**src/rtl/m_axis_fifo_pkg.sv**
```systemverilog
// Shared helpers for the AXI4-Stream output FIFO: address width and
// packed entry width ({user, last, data}) derived from the top parameters.
package m_axis_fifo_pkg;

  localparam int unsigned DEF_DATA_W = 32;
  localparam int unsigned DEF_USER_W = 1;

  // Address bits needed to index DEPTH entries (pointers carry one extra wrap bit).
  function automatic int unsigned addr_w(input int unsigned depth);
    return (depth <= 1) ? 1 : $clog2(depth);
  endfunction

  // Stored entry is {user, last, data}.
  function automatic int unsigned entry_w(input int unsigned data_w, input int unsigned user_w);
    return user_w + 1 + data_w;
  endfunction

  localparam int unsigned ENTRY_W = entry_w(DEF_DATA_W, DEF_USER_W);

endpackage

```
**src/rtl/axis_fifo_ram.sv**
```systemverilog
// Simple dual-port storage for the output FIFO: synchronous write, asynchronous read.
module axis_fifo_ram #(
  parameter int unsigned WIDTH = 34,
  parameter int unsigned DEPTH = 16,
  parameter int unsigned AW    = 4
) (
  input  logic             clk_i,
  input  logic             we_i,
  input  logic [AW-1:0]    waddr_i,
  input  logic [WIDTH-1:0] wdata_i,
  input  logic [AW-1:0]    raddr_i,
  output logic [WIDTH-1:0] rdata_o
);

  logic [WIDTH-1:0] mem_q [DEPTH];

  // Write port: one entry per accepted push.
  always_ff @(posedge clk_i) begin
    if (we_i) mem_q[waddr_i] <= wdata_i;
  end

  assign rdata_o = mem_q[raddr_i];

endmodule

```
**src/rtl/m_axis_out_fifo.sv**
```systemverilog
// AXI4-Stream master output FIFO with registered output stage, fill-level /
// almost-full reporting and a sticky overflow flag.
// Define M_AXIS_OUT_FIFO_PKT_MODE_EN for store-and-forward packet mode;
// left undefined the FIFO runs cut-through.
module m_axis_out_fifo
  import m_axis_fifo_pkg::*;
#(
  parameter  int unsigned DATA_W    = 32,
  parameter  int unsigned USER_W    = 1,
  parameter  int unsigned DEPTH     = 16,
  parameter  int unsigned AFULL_THR = 12,
  localparam int unsigned AW        = addr_w(DEPTH)
) (
  input  logic                M_AXIS_ACLK,
  input  logic                M_AXIS_ARESETN,
  input  logic                wr_en,
  input  logic [DATA_W-1:0]   data_in,
  input  logic                last_in,
  input  logic [USER_W-1:0]   user_in,
  output logic                full,
  output logic                almost_full,
  output logic [AW:0]         fill_level,
  output logic                overflow,
  input  logic                ovf_clr,
  output logic [DATA_W-1:0]   M_AXIS_TDATA,
  output logic [DATA_W/8-1:0] M_AXIS_TKEEP,
  output logic                M_AXIS_TVALID,
  input  logic                M_AXIS_TREADY,
  output logic                M_AXIS_TLAST,
  output logic [USER_W-1:0]   M_AXIS_TUSER
);

  localparam int unsigned EW        = entry_w(DATA_W, USER_W);
  localparam logic [AW:0] PTR_ONE   = (AW+1)'(1);
  localparam logic [AW:0] FULL_XOR  = {1'b1, {AW{1'b0}}};
  localparam logic [AW:0] AFULL_LVL = (AW+1)'(AFULL_THR);

  typedef struct packed {
    logic [USER_W-1:0] user;
    logic              last;
    logic [DATA_W-1:0] data;
  } entry_t;

  logic [AW:0]       wr_ptr_q, wr_ptr_d;
  logic [AW:0]       rd_ptr_q, rd_ptr_d;
  logic              tvalid_q, tvalid_d;
  logic [DATA_W-1:0] tdata_q, tdata_d;
  logic              tlast_q, tlast_d;
  logic [USER_W-1:0] tuser_q, tuser_d;
  logic              ovf_q, ovf_d;

  logic              full_w, empty_w, push, pop, pop_allowed;
  logic [AW:0]       fill_w;
  entry_t            wr_entry, rd_entry;
  logic [EW-1:0]     rd_word;

  assign full_w  = ((wr_ptr_q ^ rd_ptr_q) == FULL_XOR);
  assign empty_w = (wr_ptr_q == rd_ptr_q);
  assign fill_w  = wr_ptr_q - rd_ptr_q;

  // A push into a full RAM is dropped even if a pop frees a slot the same cycle.
  assign push = wr_en && !full_w;
  assign pop  = !empty_w && (!tvalid_q || M_AXIS_TREADY) && pop_allowed;

  assign wr_entry = '{user: user_in, last: last_in, data: data_in};
  assign rd_entry = entry_t'(rd_word);

  axis_fifo_ram #(
    .WIDTH (EW),
    .DEPTH (DEPTH),
    .AW    (AW)
  ) u_ram (
    .clk_i   (M_AXIS_ACLK),
    .we_i    (push),
    .waddr_i (wr_ptr_q[AW-1:0]),
    .wdata_i (wr_entry),
    .raddr_i (rd_ptr_q[AW-1:0]),
    .rdata_o (rd_word)
  );

`ifdef M_AXIS_OUT_FIFO_PKT_MODE_EN
  logic [AW:0] pkt_cnt_q;
  logic        draining_q;
  logic        pkt_inc, pkt_dec;

  assign pkt_inc = push && last_in;
  assign pkt_dec = pop && rd_entry.last;

  // Complete lines in RAM gate popping; a full RAM or a line already in flight
  // keeps the stream moving so over-long lines fall back to cut-through.
  assign pop_allowed = (pkt_cnt_q != '0) || full_w || draining_q;

  // Line counter and mid-line draining flag.
  always_ff @(posedge M_AXIS_ACLK or negedge M_AXIS_ARESETN) begin
    if (!M_AXIS_ARESETN) begin
      pkt_cnt_q  <= '0;
      draining_q <= 1'b0;
    end else begin
      if (pkt_inc && !pkt_dec)      pkt_cnt_q <= pkt_cnt_q + PTR_ONE;
      else if (!pkt_inc && pkt_dec) pkt_cnt_q <= pkt_cnt_q - PTR_ONE;
      if (pop) draining_q <= !rd_entry.last;
    end
  end
`else
  assign pop_allowed = 1'b1;
`endif

  // Next-state for pointers, output register and overflow flag.
  always_comb begin
    wr_ptr_d = wr_ptr_q;
    rd_ptr_d = rd_ptr_q;
    tvalid_d = tvalid_q;
    tdata_d  = tdata_q;
    tlast_d  = tlast_q;
    tuser_d  = tuser_q;
    ovf_d    = ovf_q;
    if (push) wr_ptr_d = wr_ptr_q + PTR_ONE;
    if (pop) begin
      rd_ptr_d = rd_ptr_q + PTR_ONE;
      tvalid_d = 1'b1;
      tdata_d  = rd_entry.data;
      tlast_d  = rd_entry.last;
      tuser_d  = rd_entry.user;
    end else if (tvalid_q && M_AXIS_TREADY) begin
      tvalid_d = 1'b0;
    end
    if (wr_en && full_w) ovf_d = 1'b1;
    else if (ovf_clr)    ovf_d = 1'b0;
  end

  // State registers with asynchronous active-low reset.
  always_ff @(posedge M_AXIS_ACLK or negedge M_AXIS_ARESETN) begin
    if (!M_AXIS_ARESETN) begin
      wr_ptr_q <= '0;
      rd_ptr_q <= '0;
      tvalid_q <= 1'b0;
      tdata_q  <= '0;
      tlast_q  <= 1'b0;
      tuser_q  <= '0;
      ovf_q    <= 1'b0;
    end else begin
      wr_ptr_q <= wr_ptr_d;
      rd_ptr_q <= rd_ptr_d;
      tvalid_q <= tvalid_d;
      tdata_q  <= tdata_d;
      tlast_q  <= tlast_d;
      tuser_q  <= tuser_d;
      ovf_q    <= ovf_d;
    end
  end

  assign full          = full_w;
  assign fill_level    = fill_w;
  assign almost_full   = (fill_w >= AFULL_LVL);
  assign overflow      = ovf_q;
  assign M_AXIS_TDATA  = tdata_q;
  assign M_AXIS_TKEEP  = '1;
  assign M_AXIS_TVALID = tvalid_q;
  assign M_AXIS_TLAST  = tlast_q;
  assign M_AXIS_TUSER  = tuser_q;

endmodule
```
**config.mk**
```make
export PLATFORM = sky130hd
export DESIGN_NAME = m_axis_out_fifo
export DESIGN_NICKNAME = d
export VERILOG_FILES = /design/src/rtl/m_axis_fifo_pkg.sv /design/src/rtl/axis_fifo_ram.sv /design/src/rtl/m_axis_out_fifo.sv
export SDC_FILE = /design/constraint.sdc
export NUM_CORES = 1
export LEC_CHECK = 0
export CORE_MARGIN = 1
export CORE_UTILIZATION = 50
export DETAILED_ROUTE_END_ITERATION = 8
export PLACE_DENSITY_LB_ADDON = 0.08
export SYNTH_ARGS = -nofsm -noshare
export SYNTH_HDL_FRONTEND = slang
export SYNTH_SLANG_ARGS = --single-unit
export TNS_END_PERCENT = 30
```
**constraint.sdc**
```tcl
create_clock -name M_AXIS_ACLK -period 6.8 [get_ports M_AXIS_ACLK]
set_input_delay 1.02 -clock M_AXIS_ACLK [delete_from_list [all_inputs] [get_ports M_AXIS_ACLK]]
set_output_delay 1.02 -clock M_AXIS_ACLK [all_outputs]
set_load 0.02 [all_outputs]
```
==> impl_metrics.tcl, run 1 <==
# flow metrics
set metrics [dict create \
    synth_cells 1151 \
    place_inst 1788 \
    synthDistinctLibCells 37 \
    port_buffers 81 \
    powerComb_uw 3290 \
    nets 1306 \
    tightest_slew_ns 1.12 \
    grt_use_total 0.216 \
    final_cell_area_um2 26400 \
    postSynth.asyncResetShare 0.0780 \
    leakage_uw 0.00892 \
    edf_count 544 \
    vdd_ir_drop_max_v 0.000287 \
    largest_cell_class "sequential cells" \
    seq_share 0.664 \
    reg2reg_depth 8 \
    hold_buffers 0 \
    yosys_cells 1151 \
    combPwrFrac 0.289 \
    die_area_um2 46400 \
    end_kind "output port" \
    outcome "finished clean" \
    min_path_cells 1 \
    warnings 29 \
    lay_top_count "edfxtp_1" \
    crit_type "register to output port" \
    grt_pass1_wl_um 73400 \
    min_to "wr_ptr_q[4]$_DFFE_PN0P_" \
    cts.sinks 590 \
    top_register "u_ram.mem_q" \
    num_rows 77 \
    grt_start_max_net_pins 75 \
    cts-htree-levels 2 \
    hold_viol_final 0 \
    clock_area_frac 0.0770 \
    worst-endpoint-required_ns 5.78 \
    switching_share 0.304 \
    die_h_um 215 \
    worst_ep_arrival_time_ns 3.66 \
    buffers_excl_clock 109 \
]
-- run 1: critical path, cell delays in order (launching register included) --
cell             delay (ns)
dfrtp_4                1.02
ha_1                   0.30
inv_1                  0.06
fa_1                   0.41
a21o_1                 0.18
a21oi_1                0.17
xor2_1                 0.21
o31ai_1                0.10
clkdlybuf4s50_1        0.55
-- run 1: Yosys cell counts (2+ instances only) --
cell type / n / area [µm²]
edfxtp_1: 544 / 16300
mux2i_1: 136 / 1360
o22ai_1: 68 / 425
nor2_1: 47 / 176
dfrtp_1: 46 / 1150
a21oi_1: 36 / 180
mux4_1: 36 / 946
a211oi_1: 34 / 255
mux2_2: 34 / 383
mux4_2: 32 / 721
clkbuf_1: 27 / 101
buf_2: 22 / 110
inv_1: 11 / 41.3
ha_1: 9 / 113
nand2_1: 9 / 33.8
xnor2_1: 9 / 78.8
buf_6: 8 / 90.1
buf_1: 5 / 18.8
buf_4: 5 / 37.5
nand4_1: 5 / 31.3
nor3_1: 4 / 20.0
o21ai_0: 4 / 20.0
nand3b_1: 3 / 22.5
nand2b_1: 2 / 12.5
nor2b_1: 2 / 12.5
xor2_1: 2 / 17.5
-- run 1: layer usage --
layer,up-vias,global-route usage,part of all wire
met5,-,0,0
met4,0,0.0539,0.016
met3,70,0.0371,0.046
met2,268,0.357,0.50
met1,5793,0.302,0.44
li1,4919,-,-
-- run 1: kinds of logic (layout without fill, tap and decap cells) --
group                      count (synthesis)  after routing  synth area share
muxes                                    238            238             0.150
and+or+nand+nor                           76             76            0.0149
DFF                                      590            590             0.768
other                                      1              4          0.000165
xor gates and xnor gates                  11             11           0.00423
buffers and inverters                     79            233            0.0177
adders and majority gates                 10             10           0.00582
AOI/OAI and AO/OA                        146            146            0.0400
**Run 1: cell area per tile**

The die is cut into 22 by 22 equal tiles; white is low, dark blue is high, 0 to 100% covered.
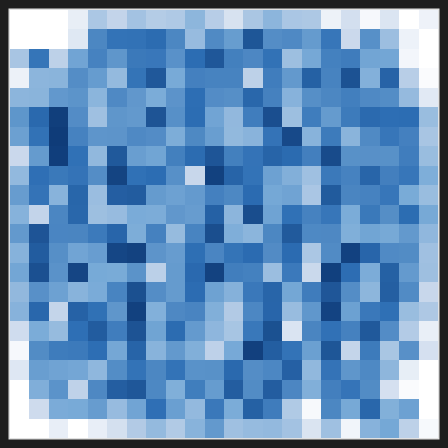
18% of the tiles are over 75% full. 3.5% of the tiles are nearly empty. The mean over all tiles is 55%. The fullest tile reaches 95%.
Core Region: 44,600 µm²
Finished Core Util: 0.591
fp util: 0.511

**Run 1: met1 routing**

Supply wires on this layer in grey.
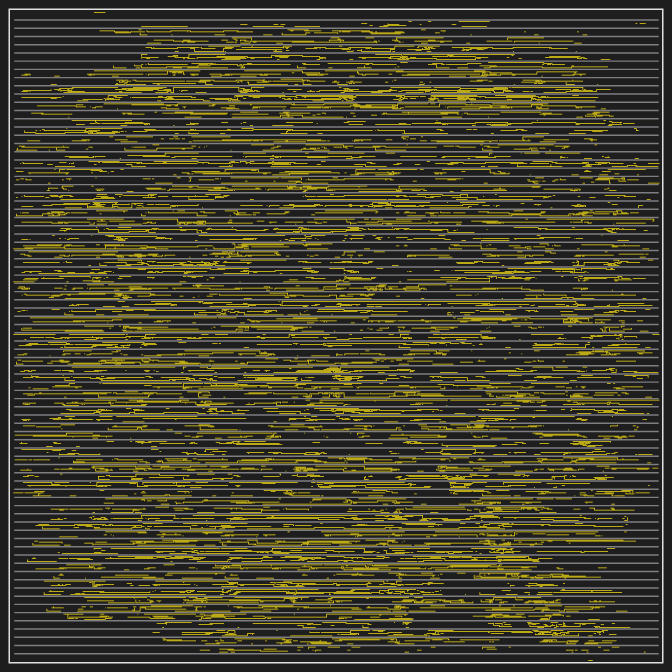
The layer holds 44% of the routed length. The wires run mostly horizontal. 1,237 nets have wire on it. The layer carries 21.7 mm of wire.
Vias: 11,100
met1 usage: 0.302
Routed WL: 49,400 µm

**Run 1: routing congestion**

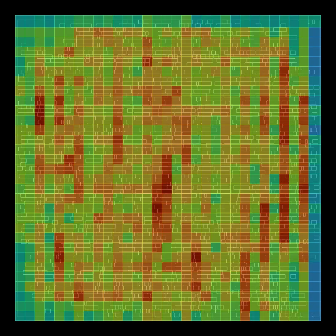
grt met3 use: 0.0371
met2 usage: 0.357
routed len/inst: 26.0 µm

**Run 1: metal 4**

Bar = 50 µm. Supply wires on this layer in grey.
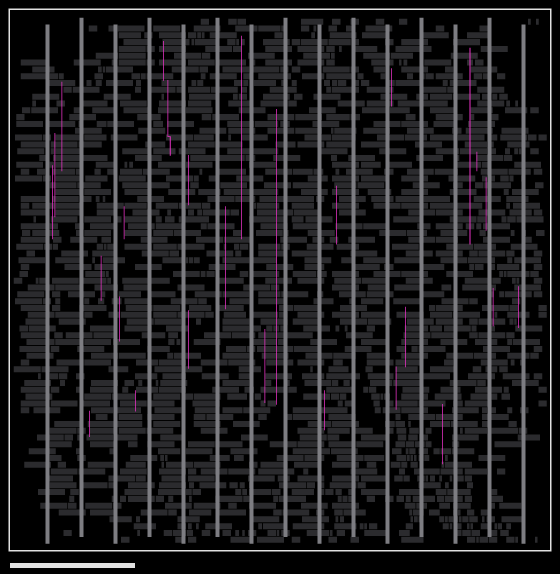
The wires run mostly vertical. The layer carries 779 µm of wire. 12 nets have wire on it. The longest straight run is 118 µm.

**Run 1: cells coloured by class**

Bar = 50 µm. Fill, decap, tap and diode cells in grey.
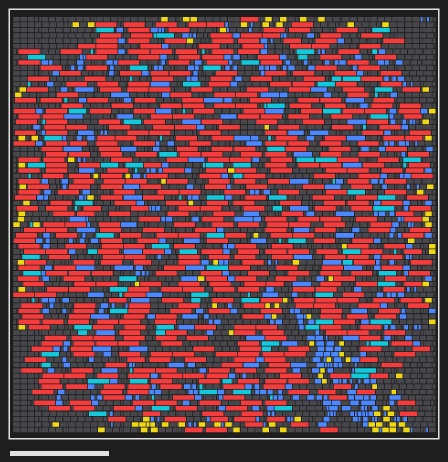

## Run 2: what changed since run 1
==> constraint.sdc (replaced) <==
create_clock -name M_AXIS_ACLK -period 4.6 [get_ports M_AXIS_ACLK]
set_input_delay 0.69 -clock M_AXIS_ACLK [delete_from_list [all_inputs] [get_ports M_AXIS_ACLK]]
set_output_delay 0.69 -clock M_AXIS_ACLK [all_outputs]
set_load 0.02 [all_outputs]
**Run 2: cells coloured by class**

Bar = 50 µm. Fill, decap, tap and diode cells in grey.
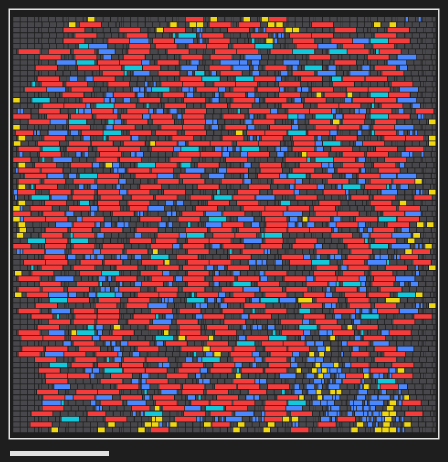
Cyan shows clock drivers and dummy loads, cells 110, share of their area 7.1%. Yellow shows other buffers and delay cells, cells 114, share of their area 4.2%. Blue shows combinational and other logic, cells 497, share of their area 20%. Red shows flops, cells 590, share of their area 69%.
design area: 26,200 µm²
num rows: 77
Finished Core Util: 0.588
sequential share of cell area: 0.667

==> impl_metrics.tcl, run 2 <==
# flow metrics
set metrics [dict create \
    outcome "finished clean" \
    lay_top_count "edfxtp_1" \
    path_cells "ha_1 > inv_1 > fa_1 > a21o_1 > a21oi_1 > xor2_1 > o31ai_1 > clkdlybuf4s50_1" \
    initial_core_util 0.511 \
    grt_pass1_wl_um 72700 \
    synthDistinctLibCells 37 \
    synth_top_cell_by_area "edfxtp_1" \
    synth_cells 1151 \
    core-area_um2 44600 \
    crit_type "register to output port" \
    warnings 30 \
    die_h_um 215 \
    edf_count 544 \
    yosysTopAreaCellShare 0.717 \
    end_kind "output port" \
    reg2reg_depth 7 \
    port_buffers 81 \
    worst-endpoint-required_ns 3.91 \
    crit_path_top_delay_cell "dfrtp_4" \
    use_met1 0.301 \
    cts-htree-levels 2 \
    grt_use_total 0.215 \
]
**Run 2: metal 4**

Bar = 50 µm. Supply wires on this layer in grey.
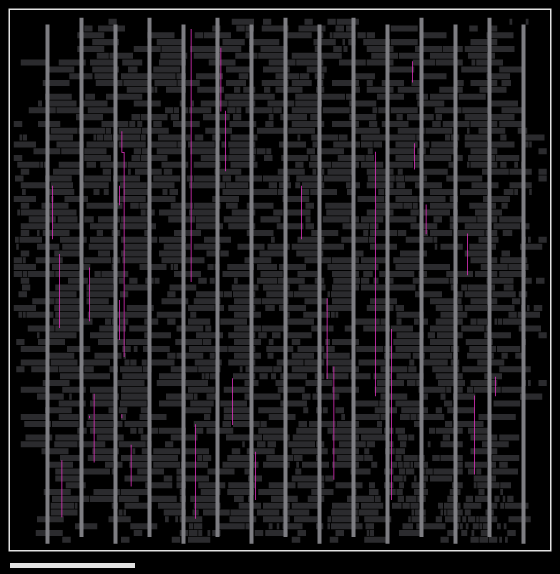
The longest straight run is 101 µm. The wires run mostly vertical. The layer holds 1.7% of the routed length. The layer carries 826 µm of wire. 10 nets have wire on it.
Vias: 11,000
Routed WL: 49,300 µm

-- run 2: cell counts after synthesis --
Identical to the previous run, type by type.
-- run 2: area by class of cell --
cell class,count,area (µm²)
fillers,3301,18400
well taps,592,741
repair buffers,114,1080
inverters,12,45.0
flip-flops and latches,590,17500
multi-input cells,485,5040
clock buffers,80,1650
clock inverters,30,174
-- run 2: metal layers --
| layer | vias up | share of wire |
|---|---|---|
| met5 | - | 0.00024 |
| met2 | 233 | 0.50 |
| met4 | 2 | 0.017 |
| li1 | 4922 | - |
| met1 | 5751 | 0.44 |
| met3 | 66 | 0.041 |
-- run 2: cells by family (layout without fill, tap and decap cells) --
family                     after synthesis  in the layout  share of synthesized area
buffers and inverters                   79            236                     0.0177
xor gates and xnor gates                11             11                    0.00423
muxes                                  238            238                      0.150
DFF                                    590            590                      0.768
adders and majority gates               10             10                    0.00582
and+or+nand+nor                         76             76                     0.0149
other                                    1              4                   0.000165
AOI/OAI and AO/OA                      146            146                     0.0400
-- run 2: path summary, 6_finish.rpt --
check,from,to,slack [ns]
max in group asynchronous,M_AXIS_ARESETN,M_AXIS_TDATA[5]$_DFFE_PN0P_,3.47
max,rd_ptr_q[0]$_DFFE_PN0P_,almost_full,0.59
min,M_AXIS_ARESETN,M_AXIS_TDATA[17]$_DFFE_PN0P_,0.21
max reg2reg,rd_ptr_q[2]$_DFFE_PN0P_,u_ram.mem_q[6][27]$_DFFE_PP_,1.24
min reg2reg,wr_ptr_q[4]$_DFFE_PN0P_,wr_ptr_q[4]$_DFFE_PN0P_,0.50
min in group M_AXIS_ACLK,wr_ptr_q[4]$_DFFE_PN0P_,wr_ptr_q[4]$_DFFE_PN0P_,0.50
-- run 2: power by group --
group          internal (µW)  switching, µW
logic                   2190           2760
clock network           2550           1940
registers               6590            392
Power and IR drop assume default switching activity.
